==> src/rtl/uart_rx_pkg.sv <==
// Shared types and constants for the UART receive path.
package uart_rx_pkg;

    typedef enum logic [1:0] {
        ST_IDLE = 2'd0,
        ST_RUN  = 2'd1,
        ST_HOLD = 2'd2
    } timer_state_e;

    localparam int unsigned MIN_PRESCALE_SINGLE = 2;
    localparam int unsigned MIN_PRESCALE_MAJ3   = 4;

    localparam logic [1:0] SAMPLE_IDX_NONE  = 2'd0;
    localparam logic [1:0] SAMPLE_IDX_EARLY = 2'd0;
    localparam logic [1:0] SAMPLE_IDX_MID   = 2'd1;
    localparam logic [1:0] SAMPLE_IDX_LATE  = 2'd2;

endpackage

==> src/rtl/uart_rx_edge_bit_timer.sv <==
// Oversampling edge/bit timer for the UART receiver with per-frame latched configuration.
// Optional macro UART_RX_MAJ3_EN: three sample strobes per bit for majority voting.
module uart_rx_edge_bit_timer
    import uart_rx_pkg::*;
#(
    parameter int unsigned PRESCALE_W = 6,
    parameter int unsigned BIT_CNT_W  = 4
) (
    input  logic                  clk,
    input  logic                  rst,
    input  logic                  enable,
    input  logic [PRESCALE_W-1:0] prescale,
    input  logic [BIT_CNT_W-1:0]  frame_bits,
    output logic [PRESCALE_W-1:0] edge_cnt,
    output logic [BIT_CNT_W-1:0]  bit_cnt,
    output logic                  sample_stb,
    output logic [1:0]            sample_idx,
    output logic                  bit_stb,
    output logic                  frame_done,
    output logic                  cfg_err
);

`ifdef UART_RX_MAJ3_EN
    localparam int unsigned MIN_P = MIN_PRESCALE_MAJ3;
`else
    localparam int unsigned MIN_P = MIN_PRESCALE_SINGLE;
`endif

    localparam logic [PRESCALE_W-1:0] P_ONE = 1;
    localparam logic [BIT_CNT_W-1:0]  B_ONE = 1;

    timer_state_e          state_q, state_d;
    logic [PRESCALE_W-1:0] edge_q, edge_d;
    logic [BIT_CNT_W-1:0]  bit_q, bit_d;
    logic [PRESCALE_W-1:0] p_q, p_d;
    logic [BIT_CNT_W-1:0]  f_q, f_d;
    logic                  cfg_err_q, cfg_err_d;

    logic                  running;
    logic                  last_edge;
    logic                  last_bit;
    logic                  cfg_legal;
    logic [PRESCALE_W-1:0] mid;

    assign running   = (state_q == ST_RUN);
    assign mid       = p_q >> 1;
    assign last_edge = (edge_q == (p_q - P_ONE));
    assign last_bit  = (bit_q == (f_q - B_ONE));
    assign cfg_legal = (prescale >= PRESCALE_W'(MIN_P)) && (frame_bits != '0);

    always_comb begin
        state_d   = state_q;
        edge_d    = edge_q;
        bit_d     = bit_q;
        p_d       = p_q;
        f_d       = f_q;
        cfg_err_d = cfg_err_q;
        if (!enable) begin
            state_d   = ST_IDLE;
            edge_d    = '0;
            bit_d     = '0;
            cfg_err_d = 1'b0;
        end else begin
            case (state_q)
                ST_IDLE: begin
                    p_d    = prescale;
                    f_d    = frame_bits;
                    edge_d = '0;
                    bit_d  = '0;
                    if (cfg_legal) begin
                        state_d = ST_RUN;
                    end else begin
                        state_d   = ST_HOLD;
                        cfg_err_d = 1'b1;
                    end
                end
                ST_RUN: begin
                    if (last_edge) begin
                        edge_d = '0;
                        if (last_bit) begin
                            state_d = ST_HOLD;
                            bit_d   = '0;
                        end else begin
                            bit_d = bit_q + B_ONE;
                        end
                    end else begin
                        edge_d = edge_q + P_ONE;
                    end
                end
                ST_HOLD: begin
                    edge_d = '0;
                    bit_d  = '0;
                end
                default: begin
                    state_d = ST_IDLE;
                    edge_d  = '0;
                    bit_d   = '0;
                end
            endcase
        end
    end

    always_ff @(posedge clk) begin
        if (rst) begin
            state_q   <= ST_IDLE;
            edge_q    <= '0;
            bit_q     <= '0;
            p_q       <= '0;
            f_q       <= '0;
            cfg_err_q <= 1'b0;
        end else begin
            state_q   <= state_d;
            edge_q    <= edge_d;
            bit_q     <= bit_d;
            p_q       <= p_d;
            f_q       <= f_d;
            cfg_err_q <= cfg_err_d;
        end
    end

    // Strobes decode only the latched P/F, so a mid-frame prescale change is invisible.
    assign bit_stb    = running && last_edge;
    assign frame_done = bit_stb && last_bit;

`ifdef UART_RX_MAJ3_EN
    always_comb begin
        sample_stb = 1'b0;
        sample_idx = SAMPLE_IDX_NONE;
        if (running) begin
            if (edge_q == (mid - P_ONE)) begin
                sample_stb = 1'b1;
                sample_idx = SAMPLE_IDX_EARLY;
            end else if (edge_q == mid) begin
                sample_stb = 1'b1;
                sample_idx = SAMPLE_IDX_MID;
            end else if (edge_q == (mid + P_ONE)) begin
                sample_stb = 1'b1;
                sample_idx = SAMPLE_IDX_LATE;
            end
        end
    end
`else
    assign sample_stb = running && (edge_q == mid);
    assign sample_idx = sample_stb ? SAMPLE_IDX_MID : SAMPLE_IDX_NONE;
`endif

    assign edge_cnt = edge_q;
    assign bit_cnt  = bit_q;
    assign cfg_err  = cfg_err_q;

endmodule
==> config.mk <==
export PLATFORM = sky130hd
export DESIGN_NAME = uart_rx_edge_bit_timer
export DESIGN_NICKNAME = d
export VERILOG_FILES = /design/src/rtl/uart_rx_pkg.sv /design/src/rtl/uart_rx_edge_bit_timer.sv
export SDC_FILE = /design/constraint.sdc
export NUM_CORES = 1
export LEC_CHECK = 0
export CAP_MARGIN = 15
export CELL_PAD_IN_SITES_DETAIL_PLACEMENT = 1
export CELL_PAD_IN_SITES_GLOBAL_PLACEMENT = 1
export CORE_MARGIN = 3
export CORE_UTILIZATION = 41
export CTS_BUF_LIST = sky130_fd_sc_hd__clkbuf_4
export CTS_CLUSTER_SIZE = 40
export DETAILED_ROUTE_END_ITERATION = 6
export PLACE_DENSITY = 0.92
export SKIP_LAST_GASP = 1
export SLEW_MARGIN = 25
export SYNTH_ARGS = -nofsm -noshare
export SYNTH_HDL_FRONTEND = slang
export SYNTH_SLANG_ARGS = --single-unit
==> constraint.sdc <==
create_clock -name clk -period 3.4 [get_ports clk]
set_input_delay 1.02 -clock clk [delete_from_list [all_inputs] [get_ports clk]]
set_output_delay 1.02 -clock clk [all_outputs]
set_load 0.01 [all_outputs]
Figure 1. Clock nets (run 1).
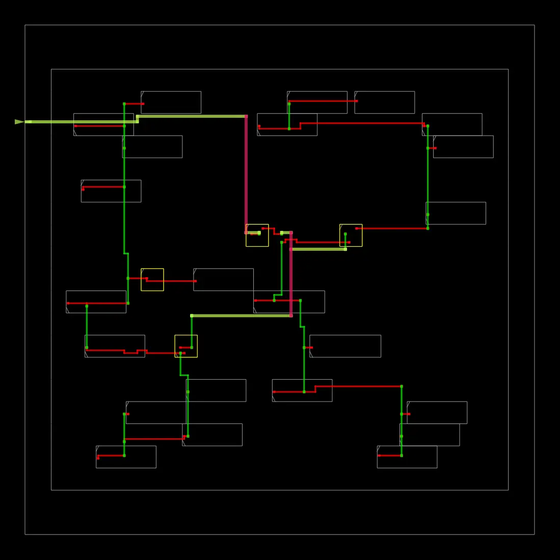
P_clk: 0.141 mW
Clock Latency Late Sink: 320 ps
CLK BUF: 4
FFs & Latches: 23
clock sink count: 23

Figure 2. Cells by drive strength (run 1).
Bar = 20 um.
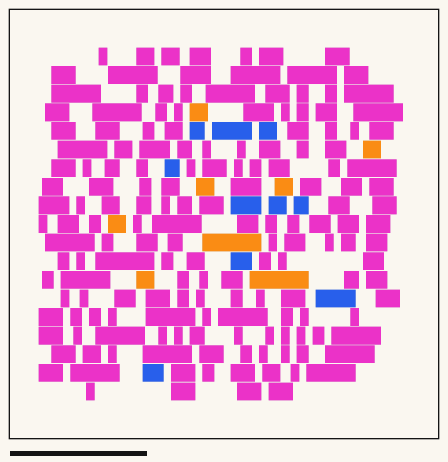
Key: magenta = drive 1 or less [cells 165, most used clkdlybuf4s50_1]; orange = drive 3 to 4 [cells 8, most used clkbuf_4]; blue = drive 2 [cells 10]
final worst setup slack: 117 ps
Area Overhead vs Synth: 25.8%
number of non-clock buffers: 29
Layout Cell Area excl Fill: 0.00165 mm2

Figure 3. Clock wires, drivers and flops (run 1).
Bar = 20 um.
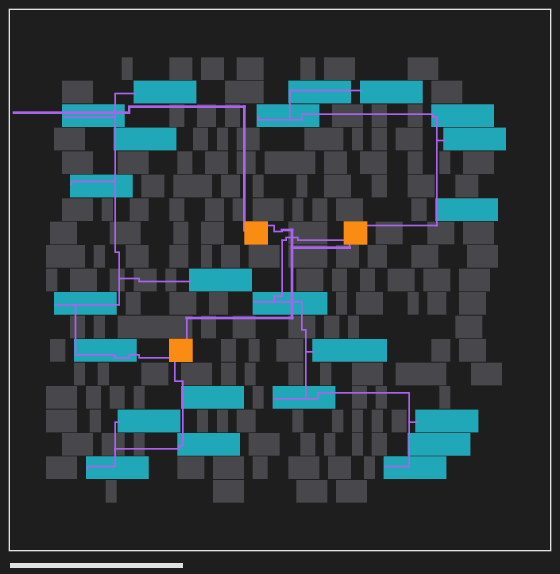
Key: cyan = flip-flops [count 23]; orange = cells driving clock nets [count 3]; purple = clock wires [length 307 um]
There are 4 routed clock nets.
Clock Power Share: 26.6%
Worst Clk Skew: 6.84 ps

Figure 4. Sequential cells coloured by netlist name (run 1).
Other sequential cells in the stronger grey, the rest of the logic in the fainter grey.
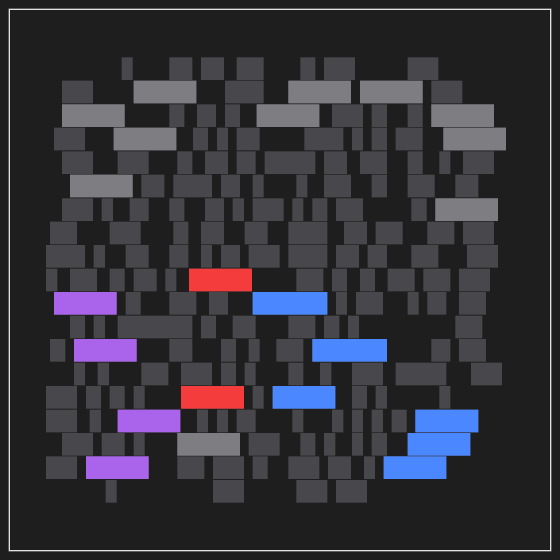
Key: blue = p_q [flops 6]; red = state_q [flops 2]; purple = f_q [flops 4]
FF/Latch Area: 468 um2
power in sequential cells: 0.289 mW
Seq area share: 28.4%
Util after Layout: 56.9%

==> GITHUB_STEP_SUMMARY, run 1 <==
## PnR job results

| Metric | Value |
|---|---|
| Clock-pin transition on the worst setup and hold timing paths | 130 ps |
| Drt total wl | 3580 um |
| Top class by area | multi-input combinational cells |
| Initial antenna violation count | 0 |
| Ys flop type | dfxtp_1 |
| Setup Fix Bufs, Post-CTS | 1 |
| Logic share of the area | 48.1% |
| Reg2reg setup slack | 1360 ps |
| Int Power | 0.380 mW |
| I/O pins | 29 |
| Detailed placer's ending HPWL | 2840 um |
| Row count | 19 |
| Wire length on met3 | 125 um |
| Log Warnings | 27 |
| Worst vdd ir | 0.201 mV |
| Fmax | 305 MHz |
| Combinational logic power | 0.101 mW |
| Status | completed |
| Clock buffer depth | 2 |
| Cell with the most instances after synthesis | nand2_1 |
| Number of global-route vias before repair | 1281 |
| Root Driver | clkbuf_4 |
| Syn_area_per_cell | 8.35 um2 |
| Initial DRC count | 38 |
| Grt met1 use | 21.3% |
| Cell Type Count | 38 |
| Switching Share | 28.4% |
| Worst path required time | 2380 ps |
| Hold path startpoint | f_q[2] |
| Final ANT Viol Nets | 0 |
| Pwr/cell area | 322 mW/mm2 |
| Sequential fraction of the synthesis area | 35.1% |
| CP endpoint | bit_stb |
| Crit start category | flop |
| Crit path max fanout | 5 |
| Final slew viol count | 0 |
| Leakage | 0.627 nW |
| Tap cells | 42 |
| Clock buf/inv share | 1.82% |
| Register share of total power | 54.5% |
| DR WL/cell | 15.9 um |
| Compound Share, Synth | 15.7% |
| Worst hold stages | 2 |
| Synth Cell Area | 0.00131 mm2 |
| Port Buf Inserts | 27 |
| Min-delay worst type | reg2reg |
| Die span in y | 62.6 um |
| Drt pass-1 iters | 4 |
| Fin nets | 201 |
| Heaviest power group | sequential cells |
| Post-synth top cells | nand2_1, dfxtp_1, a21oi_1 |
| Crit path time final | 3280 ps |
| R2R Path End | state_q[1] |
| Cell area leaders | dfxtp_1, xnor2_1, nand2_1, a21oi_1, xor2_1 |
| Syn Nets | 174 |
| Drt drc | 0 |
| Vias | 1211 |
| Most used routing layer | met2 |
## run 1: per-stage QoR
stage | std cells | power [mW]
2_1_floorplan | 157 | 0.359
3_3_place_gp | 220 | 0.388
3_5_place_dp | 220 | 0.394
4_1_cts | 225 | 0.532
5_1_grt | 225 | 0.557
6_report | 225 | 0.531
## run 1: cell families after synthesis
logic type | count (synthesis)
compound gates | 31
buf+inv | 12
flops | 23
other cells | 1
xor+xnor | 21
fa+ha+maj | 4
simple gates | 65
## run 1: worst register-to-register path: cells and delay by family (launching register included)
kind            cells  cell delay [ps]
compound gates      2              340
xor+xnor            1              140
fa+ha+maj           1              300
buf+inv             1               50
flops               1              400
simple gates        2              750
## run 1: registers in the layout, indices dropped and copies added, names as in the netlist
name / count
bit_cnt: 4
cfg_err: 1
edge_cnt: 6
f_q: 4
p_q: 6
state_q: 2
==> run 2, diff against run 1 <==
--- a/config.mk
+++ b/config.mk
@@ -19,3 +19,4 @@
 export SYNTH_ARGS = -nofsm -noshare
 export SYNTH_HDL_FRONTEND = slang
 export SYNTH_SLANG_ARGS = --single-unit
+export TNS_END_PERCENT = 10
Figure 5. Logic cells by family (run 2).
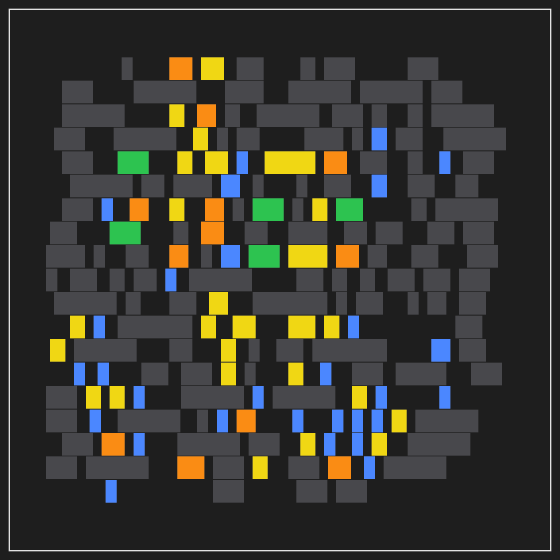
Key: blue = NAND gates [cells 29, most used nand2_1]; green = AND-OR and OR-AND gates [cells 5, most used a32o_1]; orange = AND and OR gates [cells 12, most used or4_1]; yellow = inverting AOI/OAI gates [cells 26, most used a21oi_1]

==> run 2 against run 1 <==
- design area down 0.15%
- critical path depth unchanged
- non-clock buffer count unchanged
- final cell count unchanged
- largest power group unchanged
- first-iteration DRC count down 18%
- die size unchanged
- count of clock-buffer cells in the layout unchanged
- critical endpoint unchanged
- critical path type unchanged
==> GITHUB_STEP_SUMMARY, run 2 <==
## PnR job results

| Metric | Value |
|---|---|
| Clock-pin transition on the worst setup and hold timing paths | 130 ps |
| Crit path max fanout | 5 |
| CP endpoint | bit_stb |
| Switching Share | 28.4% |
| Root Driver | clkbuf_4 |
| Hold path startpoint | f_q[2] |
| Power Total | 0.531 mW |
| Port Buf Inserts | 27 |
| Fmax | 303 MHz |
| Seq area share | 28.4% |
| Final ANT Viol Nets | 0 |
| Int Power | 0.380 mW |
| Initial DRC count | 31 |
| Clock buffer depth | 2 |
| Number of global-route vias before repair | 1281 |
| Clock sink count | 23 |
| Setup Fix Bufs, Post-CTS | 1 |
| Status | completed |
| Synth Cell Area | 0.00131 mm2 |
| Syn Nets | 174 |
| Top class by area | multi-input combinational cells |
| Post-synth top cells | nand2_1, dfxtp_1, a21oi_1 |
| Cell with the most instances after synthesis | nand2_1 |
| Cell Type Count | 38 |
| Register share of total power | 54.5% |
| Heaviest power group | sequential cells |
| Sequential fraction of the synthesis area | 35.1% |
| Crit path time final | 3300 ps |
| FFs & Latches | 23 |
| Worst hold stages | 2 |
| P_clk | 0.141 mW |
| Pwr/cell area | 323 mW/mm2 |
| Cell area leaders | dfxtp_1, xnor2_1, nand2_1, a21oi_1, xor2_1 |
| Drt total wl | 3580 um |
| Fin nets | 201 |
| Worst vdd ir | 0.201 mV |
| Initial antenna violation count | 0 |
| Area Overhead vs Synth | 25.6% |
| Drt pass-1 iters | 4 |
| DR WL/cell | 15.9 um |
| Number of non-clock buffers | 29 |
| Log Warnings | 28 |
| Most used routing layer | met2 |
| Final slew viol count | 0 |
| FF/Latch Area | 468 um2 |
| I/O pins | 29 |
| CLK BUF | 4 |
| Power in sequential cells | 0.289 mW |
| Syn_area_per_cell | 8.35 um2 |
| Drt drc | 0 |
Figure 6. Clock nets (run 2).
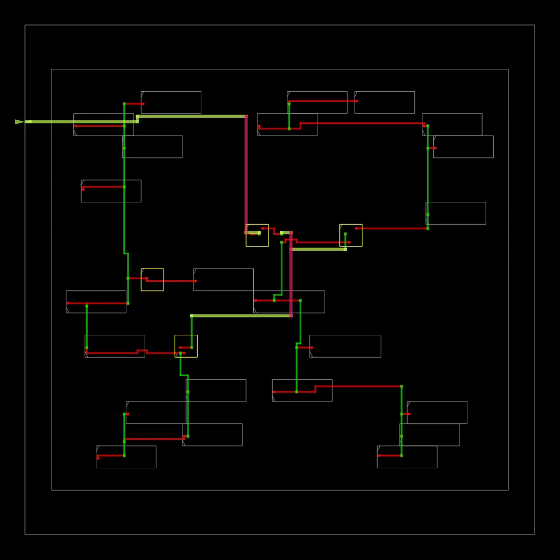
Worst Clk Skew: 7.30 ps
Num CTS Buffers: 3

-- run 2: cell counts after synthesis --
Identical to the previous run, type by type.
-- run 2: worst max-delay path, delay by kind of cell (launching register included) --
kind                     cells  cell delay, ps
flip-flops                   1             400
AND-OR/OR-AND                2             590
adder cells (fa/ha/maj)      1             230
buffers and inverters        2             330
AND/OR/NAND/NOR              3             410
-- run 2: through the flow --
step / setup TNS, ps / area [um2] / utilization (%) / cells / hold WS [ps]
finish: 0 / 1650 / 56.8 / 225 / 494
global placement: 0 / 1600 / 55.0 / 220 / 453
floorplan: 0 / 1310 / - / 157 / 448
detailed placement: 0 / 1600 / 55.0 / 220 / 480
CTS: -92.7 / 1640 / 56.7 / 225 / 499
global route: -6.42 / 1650 / 56.8 / 225 / 518
==> run 3, diff against run 2 <==
--- a/config.mk
+++ b/config.mk
@@ -9,11 +9,11 @@
 export CELL_PAD_IN_SITES_DETAIL_PLACEMENT = 1
 export CELL_PAD_IN_SITES_GLOBAL_PLACEMENT = 1
 export CORE_MARGIN = 3
-export CORE_UTILIZATION = 41
+export CORE_UTILIZATION = 40
 export CTS_BUF_LIST = sky130_fd_sc_hd__clkbuf_4
 export CTS_CLUSTER_SIZE = 40
 export DETAILED_ROUTE_END_ITERATION = 6
-export PLACE_DENSITY = 0.92
+export PLACE_DENSITY = 0.9
 export SKIP_LAST_GASP = 1
 export SLEW_MARGIN = 25
 export SYNTH_ARGS = -nofsm -noshare
Figure 7. Clock wires, drivers and flops (run 3).
Bar = 20 um.
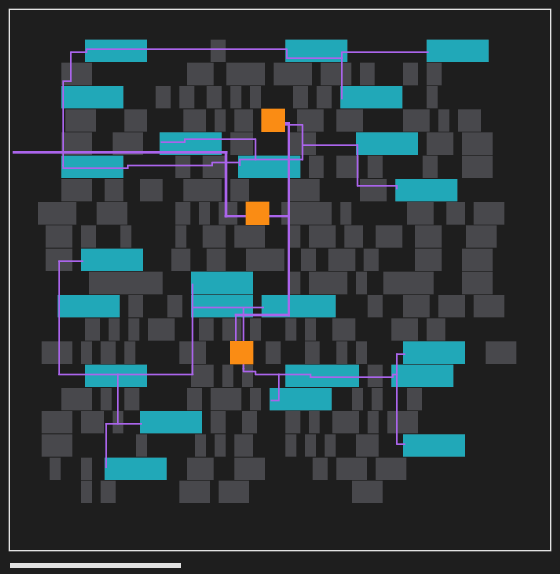
Worst Clk Skew: 10.0 ps
P_clk: 0.133 mW
Clock Power Share: 25.5%

==> run 3 against run 2 <==
- via count is 0.41% lower
- count of clock-buffer cells in the layout is 1 lower
- area after synthesis stayed put
- critical path type unchanged
- design area is 0.68% lower
- clock power is 6% lower
- setup slack better by 23 ps
- combinational power hardly changed
- register-to-register slack better by 20 ps
- clock skew is 2.7 ps higher
==> GITHUB_STEP_SUMMARY, run 3 <==
## PnR job results

| Metric | Value |
|---|---|
| Int Power | 0.370 mW |
| Combinational logic power | 0.0987 mW |
| Leakage | 0.619 nW |
| Clock-pin transition on the worst setup and hold timing paths | 130 ps |
| Ys flop type | dfxtp_1 |
| Cell area leaders | dfxtp_1, xnor2_1, nand2_1, a21oi_1, xor2_1 |
| Switching Share | 28.8% |
| Clock buf/inv share | 1.68% |
| Worst hold stages | 2 |
| Power Total | 0.520 mW |
| Pwr/cell area | 318 mW/mm2 |
| Grt met1 use | 22.3% |
| Log Warnings | 27 |
| Num CTS Buffers | 3 |
| Reg2reg setup slack | 1370 ps |
| FFs & Latches | 23 |
| Area Overhead vs Synth | 24.7% |
| Setup TNS | 0 ps |
| Hold path startpoint | f_q[3] |
| Synth Cell Area | 0.00131 mm2 |
| I/O pins | 29 |
| Top class by area | multi-input combinational cells |
| Tap cells | 44 |
| Status | completed |
| Min-delay worst type | reg2reg |
| Power in sequential cells | 0.289 mW |
| CLK BUF | 3 |
| Worst vdd ir | 0.118 mV |
| Final slew viol count | 0 |
| Register share of total power | 55.6% |
| Heaviest power group | sequential cells |
| Fin nets | 200 |
| Cell with the most instances after synthesis | nand2_1 |
| DR WL/cell | 15.4 um |
| Post-synth top cells | nand2_1, dfxtp_1, a21oi_1 |
| Drt total wl | 3480 um |
| Syn Nets | 174 |
| Drt drc | 0 |
| Fmax | 305 MHz |
| Logic share of the area | 48.1% |
| Root Driver | clkbuf_4 |
| Number of non-clock buffers | 28 |
| Initial antenna violation count | 0 |
| Crit start category | flop |
| Most used routing layer | met2 |
| Clock Latency Late Sink | 320 ps |
| Port Buf Inserts | 27 |
| Worst path required time | 2380 ps |
| Detailed placer's ending HPWL | 2710 um |
| Crit path max fanout | 5 |
| CP endpoint | frame_done |
| Cell Type Count | 38 |
| Final worst setup slack | 120 ps |
| Finished Layout Cells | 226 |
| Initial DRC count | 40 |
| Crit path time final | 3280 ps |
| FF/Latch Area | 468 um2 |
| Syn_area_per_cell | 8.35 um2 |
Figure 8. Sequential cells coloured by netlist name (run 3).
Other sequential cells in the stronger grey, the rest of the logic in the fainter grey.
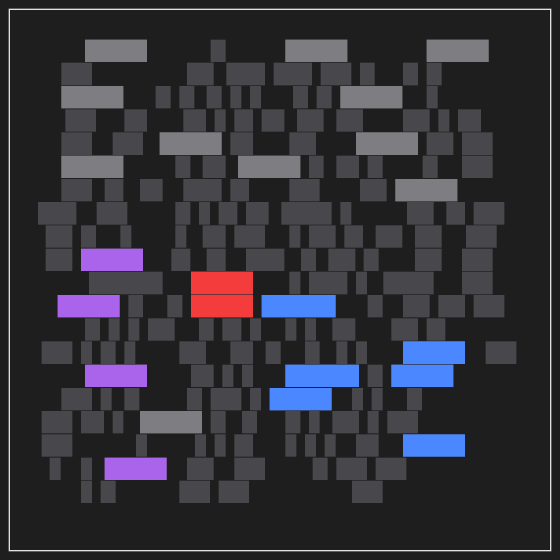
Key: blue = p_q [flops 6]; purple = f_q [flops 4]; red = state_q [flops 2]
Another 11 sequential cells are not coloured.
Util after Layout: 53.1%
Seq area share: 28.6%

[run 3: cell counts after synthesis]
No cell type changed its count.
[run 3: logic make-up after synthesis]
group	Yosys count	share of synthesized area [%]
adder cells (fa/ha/maj)	4	3.82
other	1	0.286
XOR/XNOR	21	15.7
AND/OR/NAND/NOR	65	24.4
buffers and inverters	12	4.87
AND-OR/OR-AND	31	15.7
flip-flops	23	35.1
[run 3: worst max-delay path, cell delays in order, from the launching register on]
cell and delay, ps:
dfxtp_4 390, inv_1 40, ha_1 220, and2_2 230, a211o_1 330, a32o_1 270
nand2_1 110, nor3_1 60, dlygate4sd2_1 290
[run 3: what timing repair did]
action	CTS	global route
pin swaps	0	0
gates resized	4	2
setup endpoints to repair	2	1
hold buffers	0	0
No activity file was given, so power comes from the tool's default toggle rates.
